Design pipe_hazard_ctrl_flat, sky130hd; sources not shown.
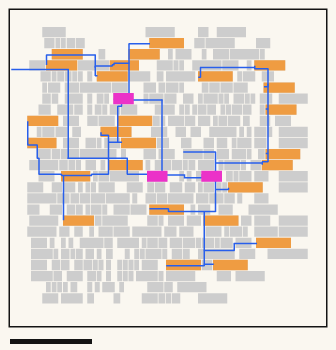
**Above:** run 1 (clock wires, drivers and flops).
The bar under the picture is 20 µm long.
- orange: flip-flops (count 26)
- magenta: cells driving clock nets (count 3)
- blue: clock wires (length 368 µm)
- routed clock nets: 4
worst skew pair latency: 0.28 ns
power share of the clock group: 24.4%
worst-case clock skew: 0.00770 ns
clock group total power: 469 µW

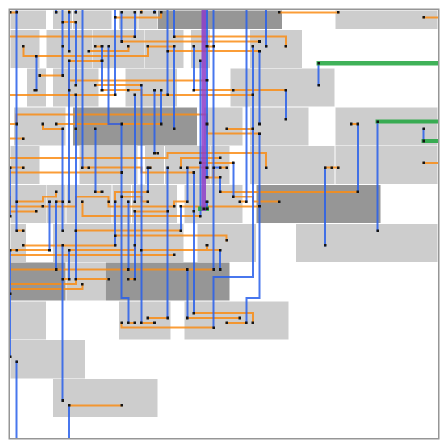
**Above:** run 1 (close-up of the layout).
Window x 43 to 73, y 4 to 34 µm. Cells in grey, sequential cells in the stronger grey; small squares are vias.
- blue: met2
- orange: met1
- purple: met4
- green: met3
- most frequent: nand3_2 (6), buf_12 (5)
- sequential cells in the window: 3
- cells with their middle in the window: 38

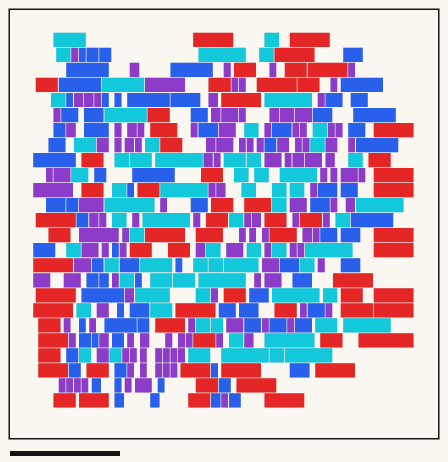
**Above:** run 1 (cells by drive strength).
The bar under the picture is 20 µm long.
- blue: drive 2 (cells 82)
- cyan: drive 3 to 4 (cells 70; most used buf_4)
- purple: drive 1 or less (cells 139; most used nand2_1)
- red: drive 6 and up (cells 65; most used buf_6)
number of buffers outside the clock class in the layout: 104
Worst Setup Slack, final: -0.121 ns
final design area excluding fillers: 3400 µm²
layout overhead on the synthesized area: 101%

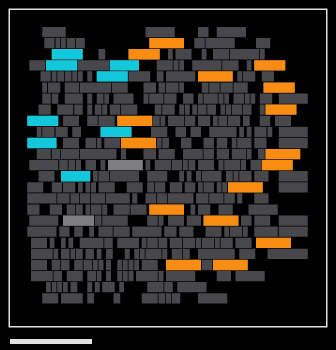
**Above:** run 1 (where the registers sit).
The bar under the picture is 20 µm long.
- cyan: u_core.u_stall_timer.cnt_q (flops 8)
- orange: u_core.bus.StallCount (flops 16)
- not coloured: 2
Util after Layout: 72.5%
fraction of area in registers: 17.0%
power of the sequential group: 721 µW
Storage cell area: 579 µm²

==> run notes, run 1 <==
State of the implementation.

- The internal portion of the total power is 1250 µW.
- The remaining antenna violation count is 0, for reference.
- Measured along the x axis, the die boundary spans 77.5 µm.
- After detailed routing, the average wire length per cell comes to ~14 µm.
- The count of vias placed by the detailed router is 2,048, for reference.
- Routability-driven placement finished with a final weighted congestion of 0.838.
- The final timing report derives a shortest allowable period of between 1.5 and 2 ns.
- The cell total after placement is 382, for reference.
- The fraction of layout cells with a size suffix above 1 is 61.0%, for reference.
- The setup slack of the critical path after layout is -0.121 ns, for reference.
- The fill cell total of the finished layout is 346, for reference.
- The post-synth register bit count is 26.
- The Yosys chip area is 1690 µm², for reference.
- The worst voltage drop across the vdd grid is 0.000403 V, for reference.
- The number of global-route vias before repair was 1,935.
- The flow ran to the end, but the final reports show violations.
- The number of setup violations in the final report is 22, for reference.
- The pre-CTS setup check shows a worst slack of -0.558 ns.
- The maximum clock frequency is 0.617 GHz, for reference.
- The most repeated cell in the gate-level netlist after synthesis is nand2_1, for reference.
- The number of buffers added by the clock tree synthesis step is 3, for reference.
- The boundary pin count is 45, for reference.
- The overall global routing resource usage is 17.6%, for reference.
- In this run the mean area of a mapped cell was about 6.7 µm².
- The worst hold-check path type is primary input to register, for reference.
- The number of nets in the layout is ~380, for reference.
- TritonCTS built the clock tree.
- The sequential area share after synthesis is 30.8%, for reference.
- In the synthesized netlist the async set-or-reset flop fraction comes to 0%.
- After detailed routing, the number of vias per cell comes to roughly 5.0.
- The floorplan has 25 rows.
- The final antenna diode count is 0, for reference.
- The area of the chip is 6010 µm², for reference.
- Synthesis handed over a netlist of 254 instances.
- The final reports fail on negative setup slack.
- In this run the power spent charging and discharging nets is roughly 680 µW.
## run 1: through the flow
| stage | power (µW) | hold slack, ns | cell area, µm² | utilization (%) |
|---|---|---|---|---|
| 2_1_floorplan | 1100 | 0.450 | 1870 | - |
| 3_3_place_gp | 1310 | 0.456 | 2820 | 60.1 |
| 3_5_place_dp | 1320 | 0.461 | 2820 | 60.1 |
| 4_1_cts | 1850 | 0.464 | 3170 | 67.6 |
| 5_1_grt | 2010 | 0.486 | 3400 | 72.5 |
| 6_report | 1920 | 0.464 | 3400 | 72.5 |
## run 1: logic make-up after synthesis
family / share of synthesized area (%)
simple gates: 37.4
buf+inv: 10.4
compound gates: 11.5
flops: 30.8
xor+xnor: 7.77
fa+ha+maj: 2.22
## run 1: metal layers
| layer | global-route usage, % | part of all wire (%) | up-vias |
|---|---|---|---|
| met5 | 0 | 0 | - |
| met4 | 5.34 | 1.5 | 0 |
| met3 | 3.13 | 3.6 | 10 |
| met2 | 33.0 | 55 | 51 |
| met1 | 20.0 | 40 | 973 |
| li1 | - | - | 1014 |
## run 1: worst max-delay path, cell delays in order (launching register included)
cell	delay [ns]
dfxtp_4	0.37
ha_4	0.15
nand3_4	0.09
nor2_4	0.10
nand2_2	0.08
nor3b_4	0.26
nand2_4	0.14
buf_6	0.16
nand3_1	0.09
a21oi_2	0.06
## run 1: repair_timing
action / CTS / global route
pin swaps: 40 / 36
gates resized: 135 / 46
endpoints found under the setup margin: 44 / 46
endpoints found under the hold margin: 0 / 0
setup buffers: 14 / 10
## run 1: cell type report
cell class | count | area [µm²] | area share (%)
multi-input cells | 185 | 1290 | 38.0
repair buffers | 104 | 1240 | 36.4
flip-flops and latches | 26 | 579 | 17.0
inverters | 37 | 169 | 4.97
well taps | 54 | 67.6 | 1.99
clock buffers | 4 | 55.1 | 1.62
## run 1: cells in the final DEF, fill, tap and decap left out, types with 4 or more instances in the layout
master         instances
a21oi_1                8
a21oi_2               14
buf_12                23
buf_2                  4
buf_4                 36
buf_6                 30
buf_8                  5
clkbuf_8               4
dfxtp_2               11
dfxtp_4               12
dlygate4sd2_1          4
inv_1                 16
inv_2                 14
nand2_1               52
nand2_2               14
nand2_4                4
nand3_1                9
nand3_2               14
nand4_1                5
nor2_1                20
nor2_4                 4
xor2_1                11
## run 1: power groups by stage
stage          clock network (µW)  registers (µW)  logic [µW]
2_1_floorplan                   0             808         290
3_3_place_gp                    0             741         570
3_5_place_dp                    0             740         577
4_1_cts                       483             721         651
5_1_grt                       516             724         773
6_report                      469             721         735
**Run 1: the clock network**

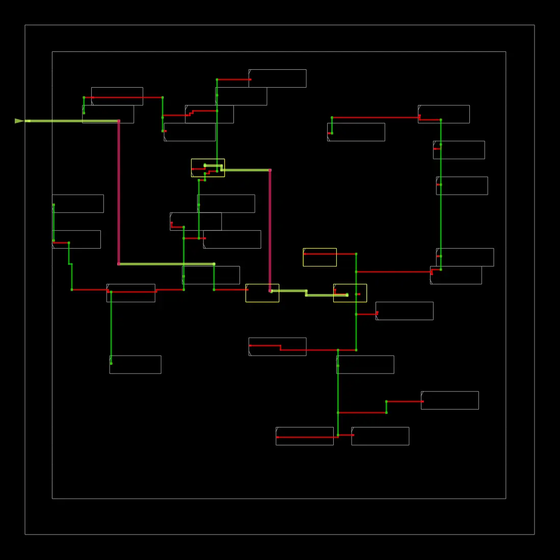

==> inputs of run 2 (changes only) <==
CORE_UTILIZATION = 25   (was 35)
PLACE_DENSITY = 0.49   (was 0.64)
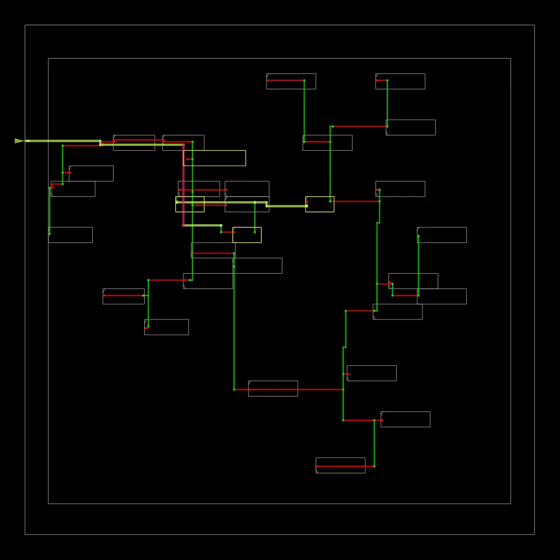
**Above:** run 2 (the clock network).
worst-case clock skew: 0.0209 ns
Num Clock Sinks: 26

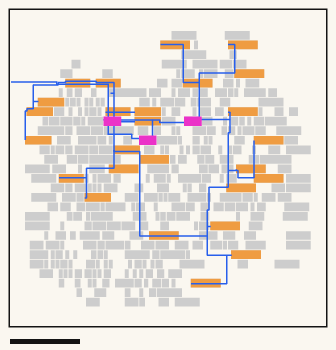
**Above:** run 2 (clock wires, drivers and flops).
The bar under the picture is 20 µm long.
- blue: clock wires (length 400 µm)
- orange: flip-flops (count 26)
- magenta: cells driving clock nets (count 3)
- routed clock nets: 4
power share of the clock group: 29.0%
clock group total power: 600 µW

==> run 2 against run 1 <==
Wire length decreased by 3.0%; global-route usage shrank 4.4 points; critical path depth is the same; first-iteration DRC count fell by 22%; combinational power increased by 2.9%; clock power increased by 28%; the flow still finishes with violations (negative setup slack); final cell count rose by 6.1%; worst setup slack better by 0.014 ns; sequential share of layout area fell by 0.59 points; largest cell class unchanged; synthesized cell count unchanged; count of clock-buffer cells in the layout shrank 1.
==> run notes, run 2 <==
State of the implementation.

- The most repeated cell in the gate-level netlist after synthesis is nand2_1, for reference.
- The wire length recorded after detailed routing is 5.54 mm.
- The switching power total is 692 µW (+1.9%).
- The initial antenna violation count came to 0.
- The setup slack of the critical path after layout came to -0.108 ns (+0.0139 ns).
- The fraction of registers with async set/reset came to 0% (unchanged).
- The min-delay analysis places its worst path in the category primary input to register.
- The logic gate share of total power is 36.5%, for reference.
- Recorded from the global router log, the overflow total was 0.
- The post-synthesis instance total was 254 (unchanged).
- The maximum clock frequency is 0.622 GHz (+0.86%).
- STA classifies the critical path startpoint as a register.
- The path length in cells of the critical path was 9 (unchanged).
- The run finished, with violations left.
- The remaining antenna violation count is 0 (unchanged), for reference.
- The cell type of the slowest stage on the worst timing path is dfxtp_4, for reference.
- The number of nets in the layout came to 383 (+0.52%).
- The synthesis report lists the Yosys warning total as 0.
- The post-detailed-route wirelength per cell was 12.7 µm (-8.6%).
- Endpoints failing hold in the final report were tallied at 0.
- The final antenna diode count is 0 (unchanged), for reference.
- The script extracted a total leakage power of 0.00149 µW.
- The buffers plus inverters on the worst setup path is 0 (-1), for reference.
- The setup TNS is -1.38 ns, for reference.
- The cell sequence reported for the critical path is ha_4, nand3_4, nor2_4, nand2_2, nor3b_4, nand2_4, nand2_4, nand2_1, a21oi_2.
- The source-to-sink clock delay at the later pin of the worst-skew pair is 0.28 ns (about the same), for reference.
- The final reports fail on negative setup slack.
- The hold buffer count at cts is 0, for reference.
- The worst register-to-register path has a depth of 9.
- The count of vias placed by the detailed router is 2,018 (-1.5%), for reference.
- For this block, the initial DRC count from the detailed router was between 50 and 60.
- Once the floorplan was initialized, standard cells occupied 26.2% of the core.
- The boundary pin count came to 45 (unchanged).
- The flip-flop and latch count after synthesis came to 26 (unchanged).
- In the layout the commonest cells are 48 x nand2_1, 37 x buf_6, 29 x buf_4.
- The row count is 29 (+16%), for reference.
- The number of global-route vias before repair is 2,002 (+3.5%), for reference.
- The fraction of layout cells with a size suffix above 1 came to 64.5% (+3.6 points).
- The area of the chip is 8140 µm² (+36%).
- The sequential area share after synthesis is 30.8% (unchanged), for reference.
- Note, the detailed placer reported a final HPWL of 3.60 mm.
- The share of the synthesized area in the top cell type is ~31%, for reference.
- The count of unique library cells instantiated by Yosys is 33, for reference.
- The via-per-instance ratio is 4.64 (-7.1%), for reference.
- The synthesized area divided by synthesized cell count came to 6.66 µm² (unchanged).
- The die span in x was 90.2 µm (+16%).
- The register with the most flip-flops in the layout has 16 of them.
- The internal portion of total power is 1380 µW (+11%), for reference.
- The routability congestion estimate was 0.788 (-6.0%).
- The cell total after placement is 403 (+5.5%), for reference.
- The final critical path takes up 107% of the cycle.
- The number of setup violations in the final report was 21 (-4.5%).
- The CTS tree is built, for reference.
- After synthesis the cells add up to 1690 µm².
- The placement-stage worst setup slack is -0.563 ns (-0.00532 ns), for reference.
- Per the cell usage report, the commonest logic cell in the layout is nand2_1.
- The worst voltage drop across the vdd grid is 0.000336 V (-17%), for reference.
- No sink is reached through more buffers than the 2 on the longest clock path.
- Yosys stat counts 254 cells in the synthesized netlist.
- The gate family responsible for the most delay along the worst path is simple AND/OR/NAND/NOR gates, for reference.
- Ranked by total cell area, the synthesized netlist is headed by dfxtp_1 31%, nand2_1 15%, inv_1 6.9%, nand3_1 6.8%, nor2_1 5.8%.
- The shortest clock period the worst path allows after layout is 1.61 ns (-0.0139 ns), for reference.
- The delay of the slowest cell on the worst path was 0.38 ns (about the same).
- The number of buffers added by the clock tree synthesis step came to 3 (unchanged).
- The signed area change from the synthesized netlist to the final layout is 111%, for reference.
- In this run the maximum-capacitance check reported violations numbering 0.
- The final max-slew violation count is 0, for reference.
- The Yosys chip area is 1690 µm² (unchanged).
- The overall global routing resource usage is 13.2% (-4.4 points), for reference.
- Counting stages on the worst path, the most repeated cell is nand2_4.
- At the pin with the least slew margin, the transition time is 0.261 ns.
## run 2: cell counts after synthesis
No cell type changed its count.
## run 2: cell type report
type | count | area (µm²)
fillers | 587 | 2900
multi-input cells | 186 | 1380
clock buffers | 3 | 41.3
flip-flops and latches | 26 | 586
well taps | 77 | 96.3
inverters | 37 | 171
repair buffers | 105 | 1260
clock inverters | 1 | 30.0
## run 2: kinds of logic after synthesis
family	count (synthesis)	synth area share [%]
compound gates	29	11.5
fa+ha+maj	3	2.22
flops	26	30.8
buf+inv	43	10.4
simple gates	138	37.4
xor+xnor	15	7.77
## run 2: tightest hold or removal path: stages
cell	delay (ns)
buf_2	0.14
buf_4	0.20
a21oi_2	0.04
## run 2: per-layer routing
layer | wire (µm) | global-route usage, % | up-vias
li1 | - | - | 1032
met1 | 2340 | 15.6 | 952
met2 | 3010 | 24.9 | 32
met3 | 174 | 2.84 | 2
met4 | 14 | 1.66 | 0
met5 | 0 | 0 | -
## run 2: power groups by stage
stage / logic, µW / clock network, µW / registers, µW
detailed placement: 573 / 0 / 743
global route: 801 / 662 / 718
floorplan: 290 / 0 / 808
CTS: 670 / 621 / 718
global placement: 572 / 0 / 744
finish: 756 / 600 / 715
## run 2: per-stage QoR
step           power (µW)  hold WS (ns)  utilization [%]  area, µm²
2_1_floorplan        1100         0.450                -       1870
3_3_place_gp         1320         0.458             43.9       2840
3_5_place_dp         1320         0.462             43.9       2840
4_1_cts              2010         0.411             50.9       3290
5_1_grt              2180         0.427             55.1       3560
6_report             2070         0.420             55.1       3560
## run 2: timing repair
item                                    in CTS  in global routing
endpoints found under the setup margin      45                 46
gates resized                              145                 63
buffers inserted                            20                  7
cloned                                       0                  1
pin swaps                                   46                 39
Power figures rest on the tool's default switching activity, not on a simulated workload.
